--- src/rtl/sd_cmd_serial_host.sv ---
// SD command-line serialiser.
// Shifts out a 40-bit command token followed by its CRC7 and an end bit.
// When a response is expected, it then collects the card's 48-bit response
// and checks the CRC7 and the end bit.
//
// state     | meaning
// ----------+-------------------------------------------------------------
// IDLE      | line released, serial_ready high, waiting for req_in
// SEND      | driving the 48-bit command frame, one bit per clock
// WAIT_RESP | line released, watching for the response start bit
// RECEIVE   | shifting in the remaining 47 response bits
// DONE      | ack_out high with the results stable, waiting for req_in low
module sd_cmd_serial_host #(
    parameter int TIMEOUT = 64,
    parameter int NCR_MIN = 2
) (
    input  logic        clock,
    input  logic        reset,
    input  logic        req_in,
    input  logic [39:0] cmd_in,
    input  logic        resp_expected,
    output logic        ack_out,
    output logic [39:0] cmd_out,
    output logic        serial_ready,
    output logic        crc_err,
    output logic        timeout_err,
    input  logic        cmd_pin_in,
    output logic        cmd_pin_out,
    output logic        cmd_pin_oe
);
    localparam int CW = $clog2(TIMEOUT + 1);
    // The wait timer counts down from TIMEOUT-1.
    // The elapsed count is therefore (TIMEOUT-1 - wait_cnt).
    localparam logic [CW-1:0] WAIT_LOAD  = CW'(TIMEOUT - 1);
    localparam logic [CW-1:0] DETECT_MAX = CW'(TIMEOUT - 1 - NCR_MIN);

    typedef enum logic [2:0] {IDLE, SEND, WAIT_RESP, RECEIVE, DONE} state_t;

    state_t        state, state_next;
    logic [39:0]   tx_shift;
    logic [46:0]   rx_bits;
    logic [6:0]    crc;
    logic [5:0]    bit_cnt;
    logic [CW-1:0] wait_cnt;
    logic          resp_latched;
    logic          start_seen;

    function automatic logic [6:0] crc7_step(input logic [6:0] c, input logic b);
        logic fb;
        fb = b ^ c[6];
        return {c[5:0], 1'b0} ^ (fb ? 7'h09 : 7'h00);
    endfunction

    assign start_seen = (state == WAIT_RESP) && (wait_cnt <= DETECT_MAX) && !cmd_pin_in;

    // State register.
    always_ff @(posedge clock) begin
        if (reset) state <= IDLE;
        else       state <= state_next;
    end

    // Next-state logic and pin/handshake outputs.
    always_comb begin
        state_next  = state;
        ack_out     = 1'b0;
        cmd_pin_oe  = 1'b0;
        cmd_pin_out = 1'b1;
        case (state)
            IDLE: begin
                if (req_in) state_next = SEND;
            end
            SEND: begin
                cmd_pin_oe = 1'b1;
                if (bit_cnt < 6'd40) begin
                    cmd_pin_out = tx_shift[39];
                end else if (bit_cnt < 6'd47) begin
                    cmd_pin_out = crc[6];
                end else begin
                    cmd_pin_out = 1'b1;
                    state_next  = resp_latched ? WAIT_RESP : DONE;
                end
            end
            WAIT_RESP: begin
                if (start_seen)           state_next = RECEIVE;
                else if (wait_cnt == '0)  state_next = DONE;
            end
            RECEIVE: begin
                if (bit_cnt == 6'd47) state_next = DONE;
            end
            DONE: begin
                ack_out = 1'b1;
                if (!req_in) state_next = IDLE;
            end
            default: state_next = IDLE;
        endcase
    end

    // Datapath: token latch, CRC, bit/wait counters, response capture.
    always_ff @(posedge clock) begin
        if (reset) begin
            serial_ready <= 1'b0;
            cmd_out      <= '0;
            crc_err      <= 1'b0;
            timeout_err  <= 1'b0;
            crc          <= '0;
            tx_shift     <= '0;
            rx_bits      <= '0;
            bit_cnt      <= '0;
            wait_cnt     <= '0;
            resp_latched <= 1'b0;
        end else begin
            serial_ready <= (state_next == IDLE);
            case (state)
                IDLE: begin
                    if (req_in) begin
                        tx_shift     <= cmd_in;
                        resp_latched <= resp_expected;
                        crc_err      <= 1'b0;
                        timeout_err  <= 1'b0;
                        crc          <= '0;
                        bit_cnt      <= '0;
                    end
                end
                SEND: begin
                    bit_cnt  <= bit_cnt + 6'd1;
                    wait_cnt <= WAIT_LOAD;
                    if (bit_cnt < 6'd40) begin
                        crc      <= crc7_step(crc, tx_shift[39]);
                        tx_shift <= {tx_shift[38:0], 1'b0};
                    end else if (bit_cnt < 6'd47) begin
                        crc <= {crc[5:0], 1'b0};
                    end
                end
                WAIT_RESP: begin
                    if (start_seen) begin
                        // A zero start bit leaves a zero CRC at zero.
                        crc     <= '0;
                        rx_bits <= '0;
                        bit_cnt <= 6'd1;
                    end else if (wait_cnt == '0) begin
                        timeout_err <= 1'b1;
                    end else begin
                        wait_cnt <= wait_cnt - CW'(1);
                    end
                end
                RECEIVE: begin
                    bit_cnt <= bit_cnt + 6'd1;
                    rx_bits <= {rx_bits[45:0], cmd_pin_in};
                    if (bit_cnt <= 6'd39) crc <= crc7_step(crc, cmd_pin_in);
                    // The last bit is still on cmd_pin_in.
                    // The full frame is therefore {rx_bits, cmd_pin_in}.
                    if (bit_cnt == 6'd47) begin
                        cmd_out <= rx_bits[46:7];
                        crc_err <= (crc != rx_bits[6:0]) || !cmd_pin_in;
                    end
                end
                default: ;
            endcase
        end
    end
endmodule

--- config.mk ---
export PLATFORM = sky130hd
export DESIGN_NAME = sd_cmd_serial_host
export DESIGN_NICKNAME = d
export VERILOG_FILES = /design/src/rtl/sd_cmd_serial_host.sv
export SDC_FILE = /design/constraint.sdc
export NUM_CORES = 1
export LEC_CHECK = 0
export CORE_MARGIN = 5
export CORE_UTILIZATION = 54
export DETAILED_ROUTE_END_ITERATION = 12
export PLACE_DENSITY_LB_ADDON = 0.08
export SETUP_SLACK_MARGIN = 0.15
export SLEW_MARGIN = 5
export SYNTH_ARGS = -nofsm -noshare
export SYNTH_HDL_FRONTEND = slang
export SYNTH_SLANG_ARGS = --single-unit
--- constraint.sdc ---
create_clock -name clock -period 4.85 [get_ports clock]
set_clock_uncertainty 0.1 [all_clocks]
set_input_delay 0.97 -clock clock [delete_from_list [all_inputs] [get_ports clock]]
set_output_delay 0.97 -clock clock [all_outputs]
set_load 0.005 [all_outputs]
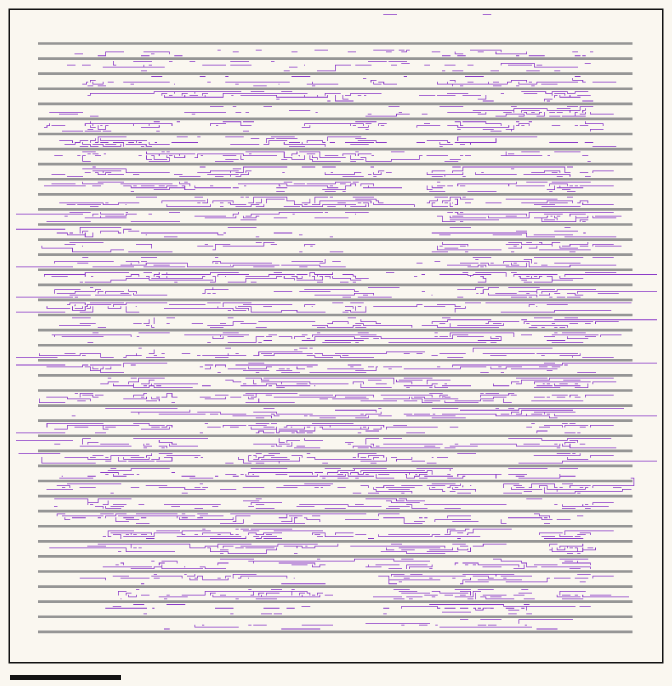
**Above:** metal 1.
The bar under the picture is 20 µm long. Supply wires on this layer in gray.
- wire length on this layer: 6,410 µm
- longest straight run: 26.2 µm
- nets with wire on the layer: 811
via count: 5,599
met1 Use GR: 26.52%
total wire length: 14,340 µm

==> impl_metrics.py <==
# Metrics from the implementation run
metrics = {
    "power": {
        "internal-power_mw": 2.155,
        "power_leader": "registers",
        "ir_worst_vdd_uv": 282.9,
        "pwr-share-clk_pct": 44.9,
    },
    "synthesis": {
        "synthSimpleGateAreaFrac_pct": 24.45,
        "synth_cell_types": 52,
        "synth_area_mm2": 0.006247,
    },
    "final_timing": {
        "max-slew-margin-rel_pct": 33.37,
        "rsz0062_at_grt": "no",
    },
    "cells_and_area": {
        "nNonClkInverters": 7,
        "flops": 154,
        "syn_to_final_growth_pct": 23.13,
    },
    "clocking": {
        "insertion_delay_ps": 410,
        "holdBufCountCts": 0,
    },
    "grt": {
        "grt_remaining_overflow": 0,
    },
    "route": {
        "viasPerCell": 5.661,
        "met1_length_um": 6414,
    },
    "hold_path": {
        "min-delay-start": "cmd_out[10]$_SDFFE_PP0P_",
        "min_path_cells": 2,
    },
    "setup_path": {
        "cp_slowest_cell": "inv_2",
    },
    "run_status": {
        "status": "finished clean",
    },
}
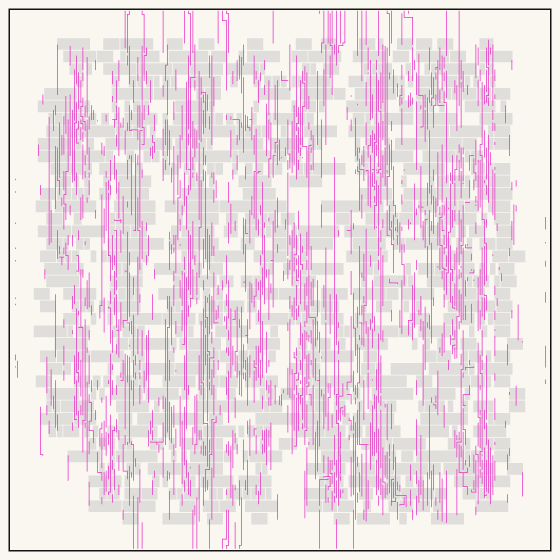
**Above:** M2 wires.
- longest straight run: 51.7 µm
- main direction: vertical
met2 usage: 34.58%

Power figures rest on the tool's default switching activity, not on a simulated workload.
